==> src/rtl/viewport_frame_scheduler.sv <==
// Frame-level raster scan controller: issues H_DISP x V_DISP fragment coordinates
// over valid/ready, paced by line credits returned from the downstream line buffer.
module viewport_frame_scheduler #(
  parameter int H_DISP       = 1280,
  parameter int V_DISP       = 720,
  parameter int LINE_CREDITS = 2
) (
  input  logic        clk,
  input  logic        rst_n,
  input  logic        frame_req,
  input  logic        frame_abort,
  input  logic        line_ack,
  output logic        out_valid,
  input  logic        out_ready,
  output logic [15:0] frag_x,
  output logic [15:0] frag_y,
  output logic        sof,
  output logic        eol,
  output logic        eof,
  output logic        busy,
  output logic        frame_done,
  output logic [15:0] frame_cnt
);

  localparam logic [15:0] X_LAST   = 16'(H_DISP - 1);
  localparam logic [15:0] Y_LAST   = 16'(V_DISP - 1);
  localparam logic [3:0]  CRED_MAX = 4'(LINE_CREDITS);

  typedef enum logic [1:0] {IDLE, SCAN, DRAIN} state_t;

  state_t      state, state_next;
  logic [15:0] x, x_next, y, y_next, cnt_next;
  logic [3:0]  credits, credits_next;
  logic        xfer, at_eol, at_eof, credit_take;

  always_ff @(posedge clk) begin
    if (!rst_n) begin
      state     <= IDLE;
      x         <= '0;
      y         <= '0;
      credits   <= CRED_MAX;
      frame_cnt <= '0;
    end else begin
      state     <= state_next;
      x         <= x_next;
      y         <= y_next;
      credits   <= credits_next;
      frame_cnt <= cnt_next;
    end
  end

  always_comb begin
    state_next   = state;
    x_next       = x;
    y_next       = y;
    credits_next = credits;
    cnt_next     = frame_cnt;
    frame_done   = 1'b0;

    at_eol      = (x == X_LAST);
    at_eof      = at_eol && (y == Y_LAST);
    out_valid   = (state == SCAN) && (credits != 4'd0);
    sof         = out_valid && (x == 16'd0) && (y == 16'd0);
    eol         = out_valid && at_eol;
    eof         = out_valid && at_eof;
    busy        = (state != IDLE);
    frag_x      = x;
    frag_y      = y;
    xfer        = out_valid && out_ready;
    credit_take = xfer && at_eol;

    // A returning credit cancels the one consumed by an eol transfer in the same cycle.
    if (state != IDLE) begin
      if (credit_take) begin
        credits_next = line_ack ? credits : credits - 4'd1;
      end else if (line_ack && (credits != CRED_MAX)) begin
        credits_next = credits + 4'd1;
      end
    end

    case (state)
      IDLE: begin
        if (frame_req) begin
          state_next   = SCAN;
          x_next       = '0;
          y_next       = '0;
          credits_next = CRED_MAX;
        end
      end
      SCAN: begin
        if (xfer) begin
          if (at_eol) begin
            x_next = '0;
            if (at_eof) state_next = DRAIN;
            else        y_next     = y + 16'd1;
          end else begin
            x_next = x + 16'd1;
          end
        end
      end
      DRAIN: begin
        if (credits == CRED_MAX) begin
          frame_done   = 1'b1;
          cnt_next     = frame_cnt + 16'd1;
          state_next   = IDLE;
          x_next       = '0;
          y_next       = '0;
          credits_next = CRED_MAX;
        end
      end
      default: state_next = IDLE;
    endcase

    // Abort overrides everything, including a completion in the same cycle.
    if (frame_abort) begin
      state_next   = IDLE;
      x_next       = '0;
      y_next       = '0;
      credits_next = CRED_MAX;
      cnt_next     = frame_cnt;
      frame_done   = 1'b0;
    end
  end

endmodule

==> config.mk <==
export PLATFORM = sky130hd
export DESIGN_NAME = viewport_frame_scheduler
export DESIGN_NICKNAME = d
export VERILOG_FILES = /design/src/rtl/viewport_frame_scheduler.sv
export SDC_FILE = /design/constraint.sdc
export NUM_CORES = 1
export LEC_CHECK = 0
export ABC_AREA = 1
export CAP_MARGIN = 0
export CORE_MARGIN = 4
export CORE_UTILIZATION = 40
export CTS_CLUSTER_SIZE = 40
export DETAILED_ROUTE_END_ITERATION = 10
export PLACE_DENSITY = 0.61
export SLEW_MARGIN = 10
export SYNTH_ARGS = -nofsm -noshare
export SYNTH_HDL_FRONTEND = slang
export SYNTH_SLANG_ARGS = --single-unit
==> constraint.sdc <==
create_clock -name clk -period 2.64 [get_ports clk]
set_clock_uncertainty 0.05 [all_clocks]
set_input_delay 0.66 -clock clk [delete_from_list [all_inputs] [get_ports clk]]
set_output_delay 0.66 -clock clk [all_outputs]
set_load 0.005 [all_outputs]
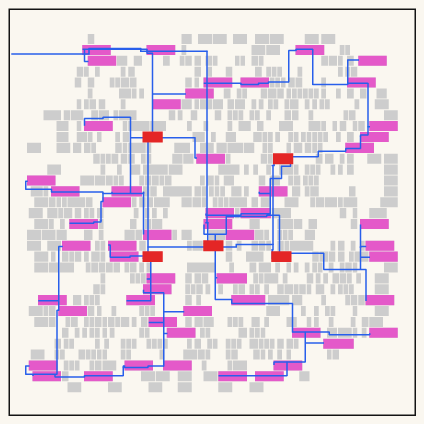
Fig. 1. Clock distribution.
Scale: 4 px per um.
[magenta] flip-flops | count: 54
[blue] clock wires | length: 844 um
[red] clock-net drivers | count: 5
routed clock nets: 6
flops lie: widely spread

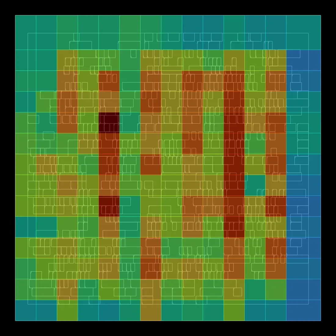
Fig. 2. Routing congestion map.
GR Layer Usage met2: 31.29%
routed len/inst: 12.88 um
layer with the highest usage: met2

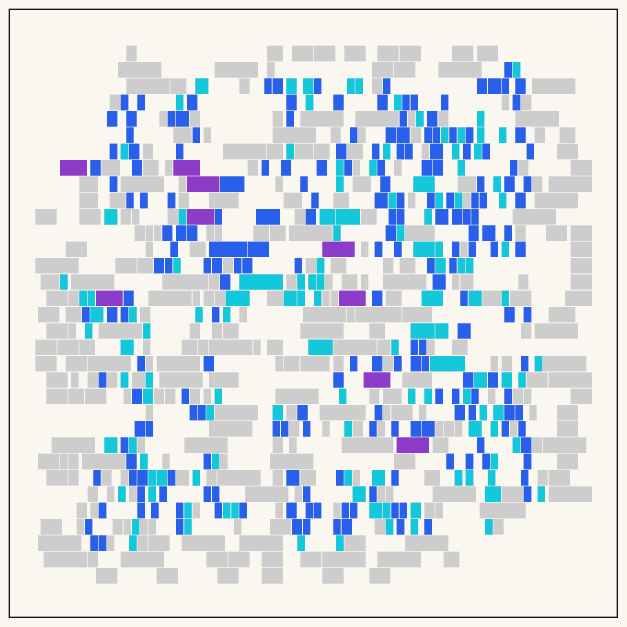
Fig. 3. Gate families picked out.
Scale: 6 px per um.
[cyan] nor cells | cells: 123 | most used: nor2_1
[purple] fa/ha/maj cells | cells: 9 | most used: ha_1
[blue] nand cells | cells: 207 | most used: nand2_1 | where: widely spread

==> reports/qor.txt <==
status = completed
# nets final = 658
Gate Area = 2081 um^2
diode count = 0
vias in the first global route = 3,378
Reg2Reg Depth = 12
seq pwr = 0.000828 W
flop count = 54
Top Consumer = registers
CP most frequent cell = clkdlybuf4s50_1
RSZ-0062 raised after global routing = no
I/O Pins = 60
dpl ws = 0.03804 ns
Req. time, crit path = 1.93 ns
H-Tree Depth = 2
Tool Warnings = 32
chain of cells forming the critical path = clkdlybuf4s50_1 > nor2_2 > nand2_1 > inv_1 > clkdlybuf4s50_1
ys async rst share = 0%
Peak VDD IR = 0.2500 mV
Worst Hold Class = reg -> reg
WP depth = 5
crit path time final = 2.556 ns
first-pass GRT wire length = 16.05 mm
crit-path max cell delay = 0.50 ns
DR iter-0 viols = 138
Mean Syn Cell Area = 6.191 um^2
Top cells excl fill/tap = nand2_1, nor2_1, inv_1
CP Buf/Inv Count = 3
Synth Cell Area = 3467 um^2
Ys Warns = 0
fin cells = 749
Power Internal = 0.001115 W
Synth Area in Simple Gates = 43.09%
Overflow after GRT = 0
TritonCTS clock tree = built
WL final = 9.649 mm
Final Max Tran Viols = 0
final worst-path cycle share = 96.82%
final antenna-violating net count = 0
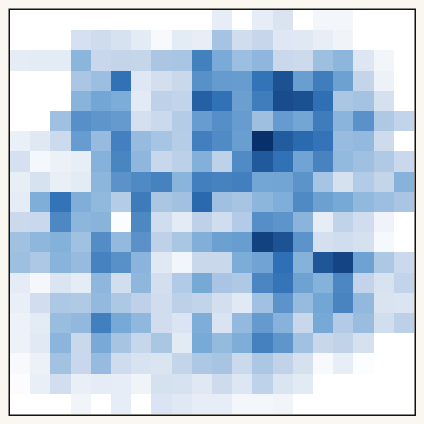
Fig. 4. Wire density map.
Scale: 4 px per um. 20 x 20 tiles, from white (low) to dark blue (high), scaled to the fullest tile. Values are wire area over tile area, all layers added.
mean over tiles: 0.15
densest ninth of the die: center
nearly empty tiles: 14%
tiles over half the peak: 23%

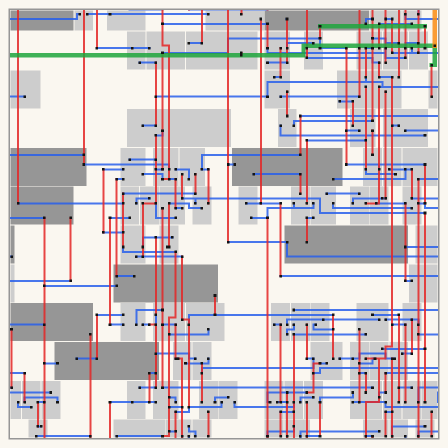
Fig. 5. Layout detail.
Window x 36 to 66, y 15 to 45 um. Cells in gray, sequential cells in the stronger gray; small squares are vias.
[green] M3
[blue] M1
[orange] M4
[red] M2
sequential cells in the window: 9
cells with their middle in the window: 75
most frequent: nand2_1 (19), inv_1 (12)
netlist names of flops here include: `frag_x` (5), `frame_cnt` (3)

Power figures rest on the tool's default switching activity, not on a simulated workload.
